[src/rtl/change_dispenser.sv]
// change_dispenser
// Pays out the change computed by the vending controller. It ejects one coin
// at a time in the order 5, 2, 1 and confirms each coin on the hopper drop
// sensor. An unconfirmed coin is retried up to MAX_RETRY more times before a
// fault is latched.
//
// Ports:
//   clk, rst          clock (rising edge), asynchronous active-high reset
//   load              one-cycle strobe, latches r1/r2/r5 and starts (IDLE only)
//   r1, r2, r5        number of 1-, 2- and 5-unit coins to return
//   coin_seen         hopper drop sensor, already synchronous to clk
//   fault_clr         leaves FAULT and returns to IDLE
//   eject1/2/5        registered solenoid drives, at most one high at a time
//   busy              high whenever the FSM is not in IDLE
//   done              one-cycle pulse once every requested coin is confirmed
//   fault             high while in FAULT
//   rem1, rem2, rem5  coins still owed, kept after a fault for diagnostics
module change_dispenser #(
    parameter int PULSE_LEN   = 4,
    parameter int ACK_TIMEOUT = 32,
    parameter int GAP_LEN     = 2,
    parameter int MAX_RETRY   = 2
) (
    input  logic       clk,
    input  logic       rst,
    input  logic       load,
    input  logic [3:0] r1,
    input  logic [3:0] r2,
    input  logic [3:0] r5,
    input  logic       coin_seen,
    input  logic       fault_clr,
    output logic       eject1,
    output logic       eject2,
    output logic       eject5,
    output logic       busy,
    output logic       done,
    output logic       fault,
    output logic [3:0] rem1,
    output logic [3:0] rem2,
    output logic [3:0] rem5
);

    // One counter is shared by the pulse, timeout and gap phases, so it is
    // sized for the longest of the three.
    localparam int CNT_MAX = (PULSE_LEN > ACK_TIMEOUT)
                           ? ((PULSE_LEN > GAP_LEN) ? PULSE_LEN : GAP_LEN)
                           : ((ACK_TIMEOUT > GAP_LEN) ? ACK_TIMEOUT : GAP_LEN);
    localparam int CNT_W   = $clog2(CNT_MAX + 1);
    localparam int RTY_W   = $clog2(MAX_RETRY + 2);

    typedef enum logic [2:0] {
        S_IDLE, S_SELECT, S_EJECT, S_WAIT_ACK, S_GAP, S_DONE, S_FAULT
    } state_t;

    typedef enum logic [1:0] {D1, D2, D5} denom_t;

    state_t             state, state_nxt;
    denom_t             sel, sel_nxt;
    logic [CNT_W-1:0]   cnt;
    logic [RTY_W-1:0]   retry;
    logic               ack_l;

    logic               latch, pick, take, rty_inc, cnt_clr, cnt_inc;

    // Leaving a phase in which a coin was confirmed: skip GAP when it is empty.
    state_t             after_coin;
    assign after_coin = (GAP_LEN == 0) ? S_SELECT : S_GAP;

    always_comb begin
        state_nxt = state;
        sel_nxt   = sel;
        latch     = 1'b0;
        pick      = 1'b0;
        take      = 1'b0;
        rty_inc   = 1'b0;
        cnt_clr   = 1'b0;
        cnt_inc   = 1'b0;
        unique case (state)
            S_IDLE: begin
                if (load) begin
                    latch     = 1'b1;
                    state_nxt = S_SELECT;
                end
            end
            S_SELECT: begin
                if (rem5 != 4'd0)      sel_nxt = D5;
                else if (rem2 != 4'd0) sel_nxt = D2;
                else                   sel_nxt = D1;
                if ((rem5 | rem2 | rem1) != 4'd0) begin
                    pick      = 1'b1;
                    cnt_clr   = 1'b1;
                    state_nxt = S_EJECT;
                end else begin
                    state_nxt = S_DONE;
                end
            end
            S_EJECT: begin
                if (cnt == CNT_W'(PULSE_LEN - 1)) begin
                    cnt_clr = 1'b1;
                    // A drop seen at any point during the pulse is the ack.
                    if (ack_l || coin_seen) begin
                        take      = 1'b1;
                        state_nxt = after_coin;
                    end else begin
                        state_nxt = S_WAIT_ACK;
                    end
                end else begin
                    cnt_inc = 1'b1;
                end
            end
            S_WAIT_ACK: begin
                if (coin_seen) begin
                    take      = 1'b1;
                    cnt_clr   = 1'b1;
                    state_nxt = after_coin;
                end else if (cnt == CNT_W'(ACK_TIMEOUT - 1)) begin
                    cnt_clr   = 1'b1;
                    rty_inc   = 1'b1;
                    state_nxt = (retry < RTY_W'(MAX_RETRY)) ? S_EJECT : S_FAULT;
                end else begin
                    cnt_inc = 1'b1;
                end
            end
            S_GAP: begin
                if (cnt == CNT_W'(GAP_LEN - 1)) begin
                    cnt_clr   = 1'b1;
                    state_nxt = S_SELECT;
                end else begin
                    cnt_inc = 1'b1;
                end
            end
            S_DONE: begin
                state_nxt = S_IDLE;
            end
            S_FAULT: begin
                if (fault_clr) state_nxt = S_IDLE;
            end
            default: begin
                state_nxt = S_IDLE;
            end
        endcase
    end

    always_ff @(posedge clk or posedge rst) begin
        if (rst) begin
            state  <= S_IDLE;
            sel    <= D1;
            cnt    <= '0;
            retry  <= '0;
            ack_l  <= 1'b0;
            rem1   <= 4'd0;
            rem2   <= 4'd0;
            rem5   <= 4'd0;
            eject1 <= 1'b0;
            eject2 <= 1'b0;
            eject5 <= 1'b0;
        end else begin
            state <= state_nxt;
            sel   <= sel_nxt;

            if (cnt_clr)      cnt <= '0;
            else if (cnt_inc) cnt <= cnt + CNT_W'(1);

            if (pick)         retry <= '0;
            else if (rty_inc) retry <= retry + RTY_W'(1);

            // Remember an early drop for the rest of the pulse; forget it
            // once the pulse is over.
            ack_l <= (state == S_EJECT) ? (ack_l | coin_seen) : 1'b0;

            if (latch) begin
                rem1 <= r1;
                rem2 <= r2;
                rem5 <= r5;
            end else if (take) begin
                unique case (sel)
                    D1:      if (rem1 != 4'd0) rem1 <= rem1 - 4'd1;
                    D2:      if (rem2 != 4'd0) rem2 <= rem2 - 4'd1;
                    D5:      if (rem5 != 4'd0) rem5 <= rem5 - 4'd1;
                    default: ;
                endcase
            end

            // Solenoids follow the next state so they rise and fall exactly
            // on the EJECT boundaries.
            eject1 <= (state_nxt == S_EJECT) && (sel_nxt == D1);
            eject2 <= (state_nxt == S_EJECT) && (sel_nxt == D2);
            eject5 <= (state_nxt == S_EJECT) && (sel_nxt == D5);
        end
    end

    assign busy  = (state != S_IDLE);
    assign done  = (state == S_DONE);
    assign fault = (state == S_FAULT);

endmodule

[config.mk]
export PLATFORM = sky130hd
export DESIGN_NAME = change_dispenser
export DESIGN_NICKNAME = d
export VERILOG_FILES = /design/src/rtl/change_dispenser.sv
export SDC_FILE = /design/constraint.sdc
export NUM_CORES = 1
export LEC_CHECK = 0
export ABC_AREA = 0
export CORE_MARGIN = 2
export CORE_UTILIZATION = 40
export DETAILED_ROUTE_END_ITERATION = 8
export GPL_ROUTABILITY_DRIVEN = 0
export SLEW_MARGIN = 10
export SYNTH_ARGS = -nofsm -noshare
export SYNTH_HDL_FRONTEND = slang
export SYNTH_SLANG_ARGS = --single-unit
[constraint.sdc]
create_clock -name clk -period 3.55 [get_ports clk]
set_input_delay 0.71 -clock clk [delete_from_list [all_inputs] [get_ports clk]]
set_output_delay 0.71 -clock clk [all_outputs]
set_load 0.05 [all_outputs]
**Run 1: cell sizes after repair**

The bar under the picture is 20 um long.
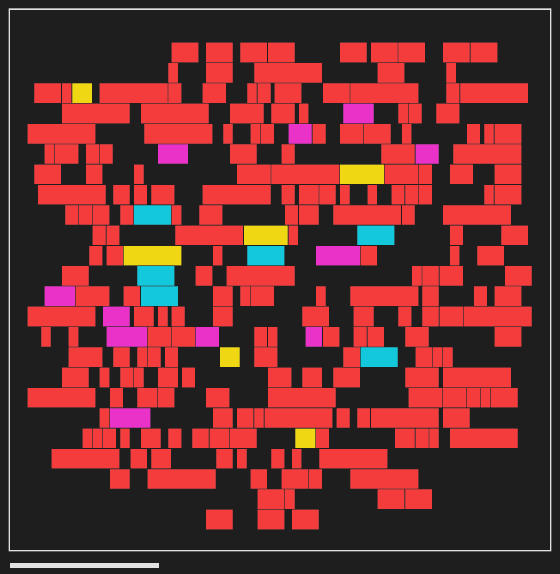
- magenta: drive 2 (cells 11; share 4.6%)
- red: drive 1 or less (cells 216; share 90%)
- cyan: drive 6 and up (cells 6; share 2.5%)
- yellow: drive 3 to 4 (cells 6; share 2.5%)
Final Cell Area: 0.002345 mm2
area delta synth->final: 25.52%

**Run 1: a small window of the routed layout**

The bar under the picture is 10 um long. Region (16, 2) to (56, 42) um. Cells in gray, sequential cells in the stronger gray; small squares are vias.
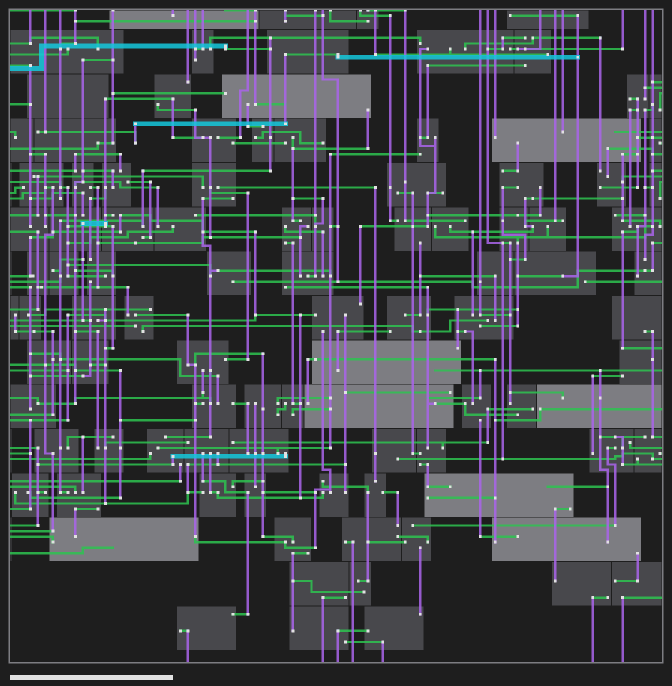
- green: met1
- purple: met2
- cyan: met3
- most frequent: dfrtp_1 (8), nor2b_1 (7), clkdlybuf4s50_1 (7)
- sequential cells in the window: 8
- netlist names of flops here include: `sel` (2), `state` (2)
- cells with their middle in the window: 89

==> Changelog: implementation, run 1 <==
### Implementation results

- Result of the run: finished clean
- Slew of the pin with the lowest slew margin: 0.7549 ns
- WL met1: 1925 um
- Hold_buf cts: 0
- Max-area cell share: 38.85%
- Flip-flops: 29
- Worst reg-to-reg setup slack: 1.34 ns
- Async SR Flop Fraction: 100.0%
- TAP cells: 52
- Final ANT Viol Nets: 0
- Adders+Majority by Area: 5.358%
- Logic power comb: 0.00113 W
- Area of placed instances: 0.002258 mm2
- Met2 Usage GRT: 29.87%
- Top pwr grp: combinational logic
- Grt peak-use layer: met2
- Finished Core Util: 53.12%
- Final hold slack: 0.5541 ns
- Crit path to: done
- Flop share of the area: 30.95%
- DRT Wirelength: 4236 um
- Logic pwr share: 56.4%
- AND-OR/OR-AND Cells, Area Fraction: 14.13%
- Final worst-path cycle share: 78.90%
- Crit path launch: state[0]$_DFF_PP0_
- Syn_nets: 227
- Hold-critical path depth: 2
- Logic share of the area: 45.20%
- WL/cell: 14.56 um
- Distinct cells, synth: 47
- Crit. End Element: primary output
- Setup TNS: 0 ns
- Share of power burned in registers: 29.9%
- Num Clock Sinks: 29
- Peak Freq: 357.0 MHz
- Sw Ratio: 49.11%
- Ratio of cells with drive above 1 in the final layout: 9.623%
- LEAKAGE: 0.9619 nW
- YS warnings: 0
- Logic family by area: simple AND/OR/NAND/NOR gates
- Most numerous logic cell after layout: clkdlybuf4s50_1
- DIE AREA: 0.005233 mm2
- RSZ-0062 raised after global routing: false
- Antenna cell count: 0
- Die span in x: 72.34 um
- Worst hold endpoint: state[2]$_DFF_PP0_
- Biggest Area Class: combinational gates
- Min-delay worst type: reg2reg
- Overall Power: 0.002002 W
- Final Instance Count excl. Fillers: 291
- Port bufs: 34
- Worst-path clk slew: 0.06 ns
- Antenna violations before repair: 0
- Switching power: 0.0009833 W
- Yosys xor share: 5.626%
- Post-synth seq share: 38.85%
- Max FFs per register: 6
- FF-to-FF End: eject1$_DFF_PP0_
- Final Skew: 0.004152 ns
- Count leader, synth: dfrtp_1
- First-pass GRT wire length: 7182 um
- Mi-comb count: 154
- GR Overflow Total: 0
- Most frequent cells in the layout: clkdlybuf4s50_1 (34), dfrtp_1 (29), nor2_1 (20), nor3_1 (14), a21oi_1 (14)
- Yosys stat cell total: 202
- CP max stage cell: clkdlybuf4s50_1
- Max-Cap Viols: 0
- Seq. cell area: 725.7 um2
- Non-clk bufs: 37
- Clk_lat worst skew: 0.27 ns
- Clock H-tree levels: 2
- Inverters, non-clock: 12
- Most frequent cells after synthesis: dfrtp_1 (29), nor2_1 (20), a21oi_1 (14), nor3_1 (14), inv_1 (12)
- DR iter-0 viols: 64
- Clk root buf: clkbuf_8
- Layout clock buffer count: 7
- Residual DRC: 0
- Final count of hold timing violations: 0
- Syn Std Cell Area: 0.001868 mm2
- Largest area contributor in the netlist: dfrtp_1
- Clk network pwr share: 13.7%
- Die height: 72.34 um
- CTS Buf Count: 5
- MUX area fraction: 3.416%
- Global routing met1 resource utilization: 22.31%
- Setup bufs post-CTS: 0
- Final setup vio count: 0
- Number of global-route vias before repair: 1,537
- FP Util: 42.32%
- CP Max Fanout: 14
- Post-CTS Resized: 0
- Biggest register: cnt
- CTS tree: built
- Internal: 0.001019 W
- Fin crit period: 2.801 ns
- Global Route Usage Sum: 17.63%
- P_seq: 0.000599 W
- Top cells, area: dfrtp_1 (39%), ha_1 (5.4%), xnor2_1 (4.2%), nor2_1 (4.0%), a21oi_1 (3.8%)
- Clk. pwr: 0.000274 W
- P per Cell Area: 854.0 mW/mm2
- Hold_sp: retry[1]$_DFFE_PP0P_
- Syn Inst Count: 202
- Max stage delay on crit path: 0.84 ns
- Critical path buffer and inverter count: 2
- Stages on the worst setup path: 3
- Crit path launch type: flop
- Initial DRT Pass Iterations: 4
- R2R depth: 5
- Post-synth EDFFs: 0
- Max-slew violation count: 0
- Logic area: 0.001060 mm2
- Post-Place Setup Slack: 1.063 ns
- OpenROAD warning count: 30
- Basic Gates by Area: 28.20%
- Layout Nets: 264
- Via count: 1,583
- Top FF cell, synth: dfrtp_1
- Req. time, crit path: 2.84 ns
- Met2 WL: 2166 um
- Syn Area/Cell: 9.248 um2
**Run 1: met1 routing**

The bar under the picture is 20 um long. Supply wires on this layer in gray.
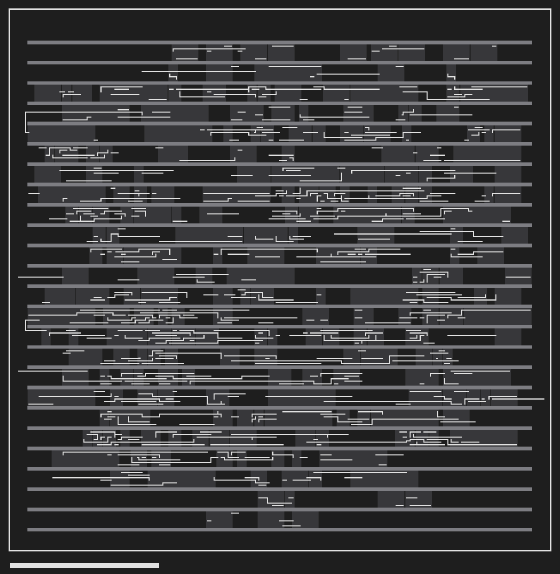
- nets with wire on the layer: 233
- main direction: horizontal
- wire length on this layer: 1,930 um
- share of all routed wire: 45%
- longest straight run: 19.3 um

**Run 1: signal wires on met2**

The bar under the picture is 20 um long.
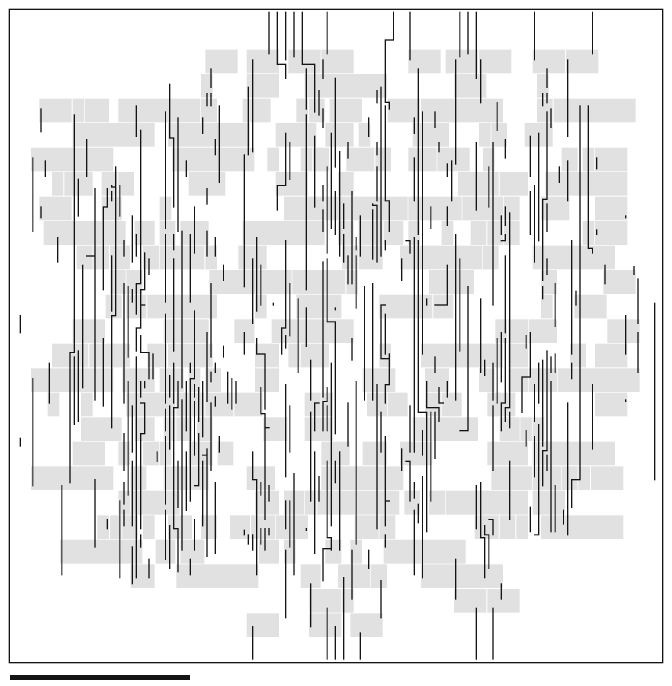

--- run 2 (diff from run 1) ---
--- a/config.mk
+++ b/config.mk
@@ -10,6 +10,7 @@
 export CORE_UTILIZATION = 40
 export DETAILED_ROUTE_END_ITERATION = 8
 export GPL_ROUTABILITY_DRIVEN = 0
+export PLACE_DENSITY = 0.66
 export SLEW_MARGIN = 10
 export SYNTH_ARGS = -nofsm -noshare
 export SYNTH_HDL_FRONTEND = slang
==> constraint.sdc (replaced) <==
create_clock -name clk -period 2.4 [get_ports clk]
set_input_delay 0.48 -clock clk [delete_from_list [all_inputs] [get_ports clk]]
set_output_delay 0.48 -clock clk [all_outputs]
set_load 0.05 [all_outputs]
**Run 2: signal wires on met2**

The bar under the picture is 20 um long.
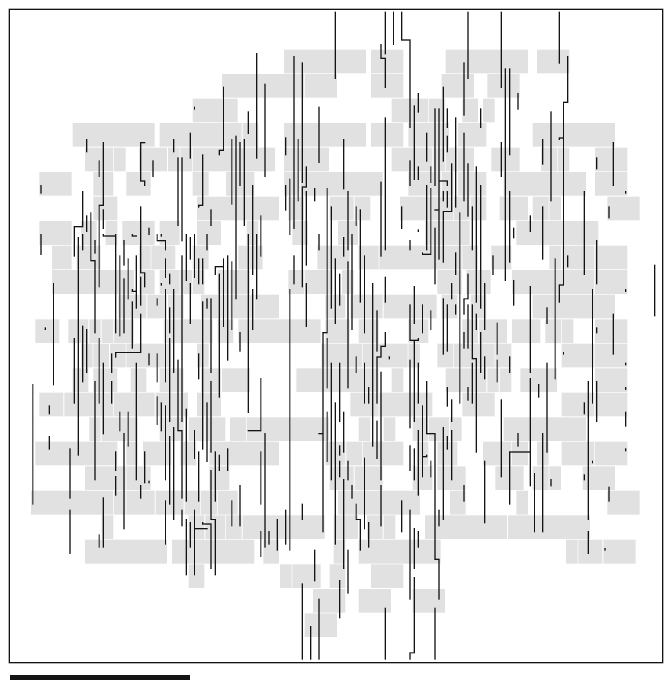
- main direction: vertical
- nets with wire on the layer: 209
- wire length on this layer: 1,920 um
met2 Usage GRT: 28.75%
via count: 1,569
DRT Wirelength: 4078 um

**Run 2: routing congestion**

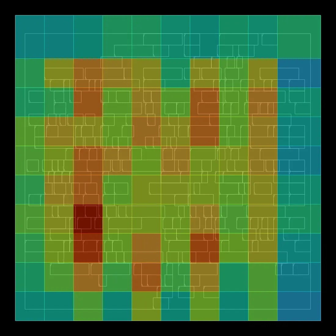
global routing met1 resource utilization: 21.72%
WL/cell: 13.87 um

==> run 2 against run 1 <==
  * Core utilization grew 0.11 points
  * Die size did not move
  * Routed wire length decreased by 3.7%
  * Sequential power is 41% higher
  * Global-route usage decreased by 0.46 points
  * Register-to-register slack lost 1.1 ns
  * Highest routed layer unchanged
  * Via count is 0.88% lower
  * Worst hold slack worse by 0.0038 ns
  * Critical path type is now reg2reg
  * Flip-flop count unchanged
==> Changelog: implementation, run 2 <==
### Implementation results

- Result of the run: finished clean
- Distinct cells, synth: 47
- Max-area cell share: 38.85%
- DR iter-0 viols: 71
- Switching power: 0.001468 W
- Final hold slack: 0.5502 ns
- Residual DRC: 0
- Ratio of cells with drive above 1 in the final layout: 11.57%
- Worst hold endpoint: state[2]$_DFF_PP0_
- Clk. pwr: 0.000388 W
- Final setup vio count: 0
- Critical path buffer and inverter count: 0
- Final ANT Viol Nets: 0
- Max-slew violation count: 0
- YS warnings: 0
- Logic pwr share: 58.4%
- Worst reg-to-reg setup slack: 0.28 ns
- FF-to-FF End: cnt[4]$_DFFE_PP0P_
- Max FFs per register: 6
- Final Cell Area: 0.002350 mm2
- LEAKAGE: 0.9773 nW
- Die height: 72.34 um
- WL met1: 1895 um
- Antenna violations before repair: 0
- TAP cells: 52
- P_seq: 0.000844 W
- Clk_lat worst skew: 0.28 ns
- Hold_buf cts: 0
- Count leader, synth: dfrtp_1
- Syn Inst Count: 202
- Final Skew: 0.01122 ns
- Final count of hold timing violations: 0
- CTS Buf Count: 5
- Biggest register: cnt
- Top FF cell, synth: dfrtp_1
- Internal: 0.001492 W
- Post-synth EDFFs: 0
- Peak Freq: 471.8 MHz
- Most numerous logic cell after layout: clkdlybuf4s50_1
- Most frequent cells in the layout: clkdlybuf4s50_1 (31), dfrtp_1 (29), nor2_1 (20), nor3_1 (14), a21oi_1 (14)
- Finished Core Util: 53.23%
- Flip-flops: 29
- Max-Cap Viols: 0
- Met2 WL: 1919 um
- Syn Std Cell Area: 0.001868 mm2
- Req. time, crit path: 2.61 ns
- Min-delay worst type: reg2reg
- Area of placed instances: 0.002268 mm2
- Area delta synth->final: 25.79%
- Stages on the worst setup path: 6
- P per Cell Area: 1260 mW/mm2
- Clk root buf: clkbuf_8
- Final worst-path cycle share: 88.32%
- Fin crit period: 2.120 ns
- Die span in x: 72.34 um
- Adders+Majority by Area: 5.358%
- Seq. cell area: 725.7 um2
- Mi-comb count: 154
- Initial DRT Pass Iterations: 4
- Layout clock buffer count: 6
- Inverters, non-clock: 12
- R2R depth: 6
- FP Util: 42.32%
- Syn_nets: 227
- Yosys stat cell total: 202
- Overall Power: 0.002960 W
- Biggest Area Class: combinational gates
- Setup TNS: 0 ns
- DIE AREA: 0.005233 mm2
- Global Route Usage Sum: 17.17%
- Post-Place Setup Slack: 0.1724 ns
- Logic share of the area: 45.10%
- Antenna cell count: 0
**Run 2: met1 routing**

The bar under the picture is 20 um long. Supply wires on this layer in gray.
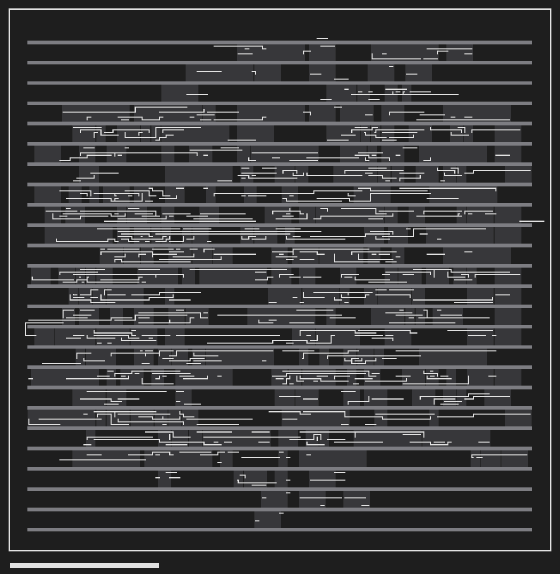

--- run 3 (diff from run 2) ---
--- a/config.mk
+++ b/config.mk
@@ -10,7 +10,7 @@
 export CORE_UTILIZATION = 40
 export DETAILED_ROUTE_END_ITERATION = 8
 export GPL_ROUTABILITY_DRIVEN = 0
-export PLACE_DENSITY = 0.66
+export PLACE_DENSITY = 0.65
 export SLEW_MARGIN = 10
 export SYNTH_ARGS = -nofsm -noshare
 export SYNTH_HDL_FRONTEND = slang
**Run 3: met1 routing**

The bar under the picture is 20 um long. Supply wires on this layer in gray.
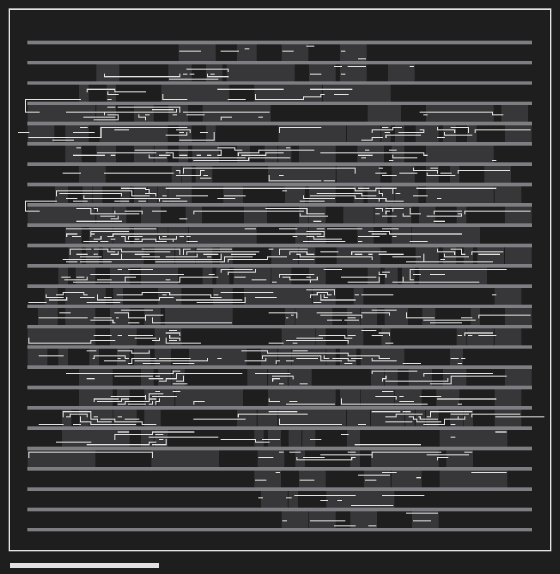
- share of all routed wire: 44%
- nets with wire on the layer: 238
- main direction: horizontal
- wire length on this layer: 1,850 um

**Run 3: routing congestion**

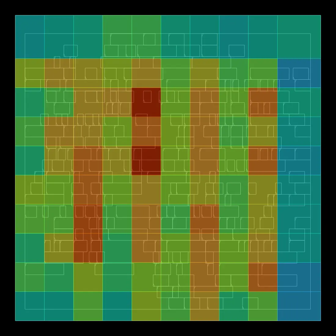
global routing met1 resource utilization: 21.19%
met2 Usage GRT: 31.80%
WL/cell: 14.03 um
met3 Resource Use GR: 4.167%
grt peak-use layer: met2

==> run 3 against run 2 <==
  * Worst setup slack got worse by 0.0014 ns
  * First-iteration DRC count decreased by 44%
  * Count of clock-buffer cells in the layout unchanged
  * Clock skew decreased by 0.0044 ns
  * Die size unchanged
  * Worst hold slack got worse by 0.046 ns
  * Maximum frequency about the same
  * Core utilization increased by 0.48 points
  * Combinational power about the same
  * Critical path type unchanged
  * Largest power group unchanged
  * Highest routed layer unchanged
==> Changelog: implementation, run 3 <==
### Implementation results

- Vias per inst: 5.340
- Final count of hold timing violations: 0
- Final hold slack: 0.5039 ns
- Setup bufs post-CTS: 0
- Distinct cells, synth: 47
- Mi-comb count: 154
- Syn Std Cell Area: 0.001868 mm2
- Logic pwr share: 58.5%
- Residual DRC: 0
- Sw Ratio: 49.46%
- TAP cells: 52
- Yosys xor share: 5.626%
- DR iter-0 viols: 40
- Worst-path clk slew: 0.06 ns
- Worst reg-to-reg setup slack: 0.28 ns
- LEAKAGE: 0.9924 nW
- Biggest Area Class: combinational gates
- FP Util: 42.32%
- Die span in x: 72.34 um
- DIE AREA: 0.005233 mm2
- OpenROAD warning count: 30
- Largest area contributor in the netlist: dfrtp_1
- Most frequent cells in the layout: clkdlybuf4s50_1 (31), dfrtp_1 (29), nor2_1 (20), nor3_1 (14), a21oi_1 (14)
- Bufs on Longest Clock Path: 2
- Most numerous logic cell after layout: clkdlybuf4s50_1
- Yosys chip area: 0.001868 mm2
- I/O pin cnt: 35
- Crit path launch: cnt[0]$_DFFE_PP0P_
- Number of global-route vias before repair: 1,617
- WL met1: 1854 um
- Estimated wirelength of the detail-placed design: 3169 um
- Flip-flops: 29
- Post-synth EDFFs: 0
- Area of placed instances: 0.002288 mm2
- Post-synth regs: 29
- Port bufs: 34
- Non-clk bufs: 42
- Inverters, non-clock: 12
- Antenna violations before repair: 0
- First-pass GRT wire length: 7300 um
- Result of the run: finished clean
- Tally of filler cells in the layout: 441
- Syn Inst Count: 202
- Flop share of the area: 30.61%
- Clk network pwr share: 13.1%
- Post-CTS Resized: 0
- Clk_lat worst skew: 0.28 ns
- Slew of the pin with the lowest slew margin: 0.7179 ns
- P per Cell Area: 1263 mW/mm2
- Basic Gates by Area: 28.20%
- Met2 WL: 2117 um
- Share of power burned in registers: 28.4%
- Top FF cell, synth: dfrtp_1
- Top pwr grp: combinational logic
- CP cell instances: ha_1 > nor2b_1 > a2111oi_2 > nor3_2 > or3_1 > a21oi_1
- Via count: 1,586
- Maximum vdd drop: 630.8 uV
- R2R depth: 6
- Post-synth seq share: 38.85%
- Global Route Usage Sum: 17.81%
- Adders+Majority by Area: 5.358%
- CTS tree: built
- Hold_buf cts: 0
- Critical path buffer and inverter count: 0
- Metal3 WL: 156 um
- Die height: 72.34 um
- Min-delay worst type: in2async
- Fin crit period: 2.121 ns
- Max FFs per register: 6
- Slew margin rel.: 51.64%
- Syn Area/Cell: 9.248 um2
- Num rows: 24
- P_seq: 0.000850 W
- Final worst-path cycle share: 88.38%
- Max-area cell share: 38.85%
- Stages on the worst setup path: 6
- Logic share of the area: 44.70%
- Final Cell Area: 0.002371 mm2
- Initial DRT Pass Iterations: 4
- Clock H-tree levels: 2
- Delay-heaviest family, CP: simple AND/OR/NAND/NOR gates
- Crit. End Element: flop
- Logic family by area: simple AND/OR/NAND/NOR gates
- Max stage delay on crit path: 0.44 ns
- NonClk Buf Share: 16.57%
- Final Skew: 0.006787 ns
- Biggest register: cnt
- Switching power: 0.001481 W
- Antenna cell count: 0
- CTS Buf Count: 5
- Req. time, crit path: 2.60 ns
- Post-Place Setup Slack: 0.1773 ns
- Max-slew violation count: 0
- Overall Power: 0.002995 W
- Dpl cells: 289
- Worst setup path class: reg2reg
- Layout clock buffer count: 6
- Crit path launch type: flop
- Top cells, area: dfrtp_1 (39%), ha_1 (5.4%), xnor2_1 (4.2%), nor2_1 (4.0%), a21oi_1 (3.8%)
- Worst setup margin: 0.2789 ns
- Clk. pwr: 0.000393 W
- Logic area: 0.001060 mm2
- MUX area fraction: 3.416%
- Count leader, synth: dfrtp_1
- Finished Core Util: 53.71%
- CP Max Fanout: 8
- Clk root buf: clkbuf_8
- Layout Nets: 269
- RSZ-0062 raised after global routing: false
- Syn_nets: 227
- Seq. cell area: 725.7 um2
- Logic power comb: 0.00175 W
- Final Instance Count excl. Fillers: 297
- Internal: 0.001514 W
- YS warnings: 0
- Setup TNS: 0 ns
- Final ANT Viol Nets: 0
- Crit path to: cnt[5]$_DFFE_PP0P_
- Final setup vio count: 0
- DRT Wirelength: 4168 um
- Most frequent cells after synthesis: dfrtp_1 (29), nor2_1 (20), a21oi_1 (14), nor3_1 (14), inv_1 (12)
- Num Clock Sinks: 29
- Largest net degree at the start of global routing: 22
- FF-to-FF End: cnt[5]$_DFFE_PP0P_
- GR Overflow Total: 0
- Core area: 0.004414 mm2
- Ratio of cells with drive above 1 in the final layout: 13.06%
- Area delta synth->final: 26.93%
- AND-OR/OR-AND Cells, Area Fraction: 14.13%
- Peak Freq: 471.4 MHz
- Yosys stat cell total: 202
- Max-Cap Viols: 0
- CP max stage cell: a2111oi_2
- Async SR Flop Fraction: 100.0%
No activity file was given, so power comes from the tool's default toggle rates.
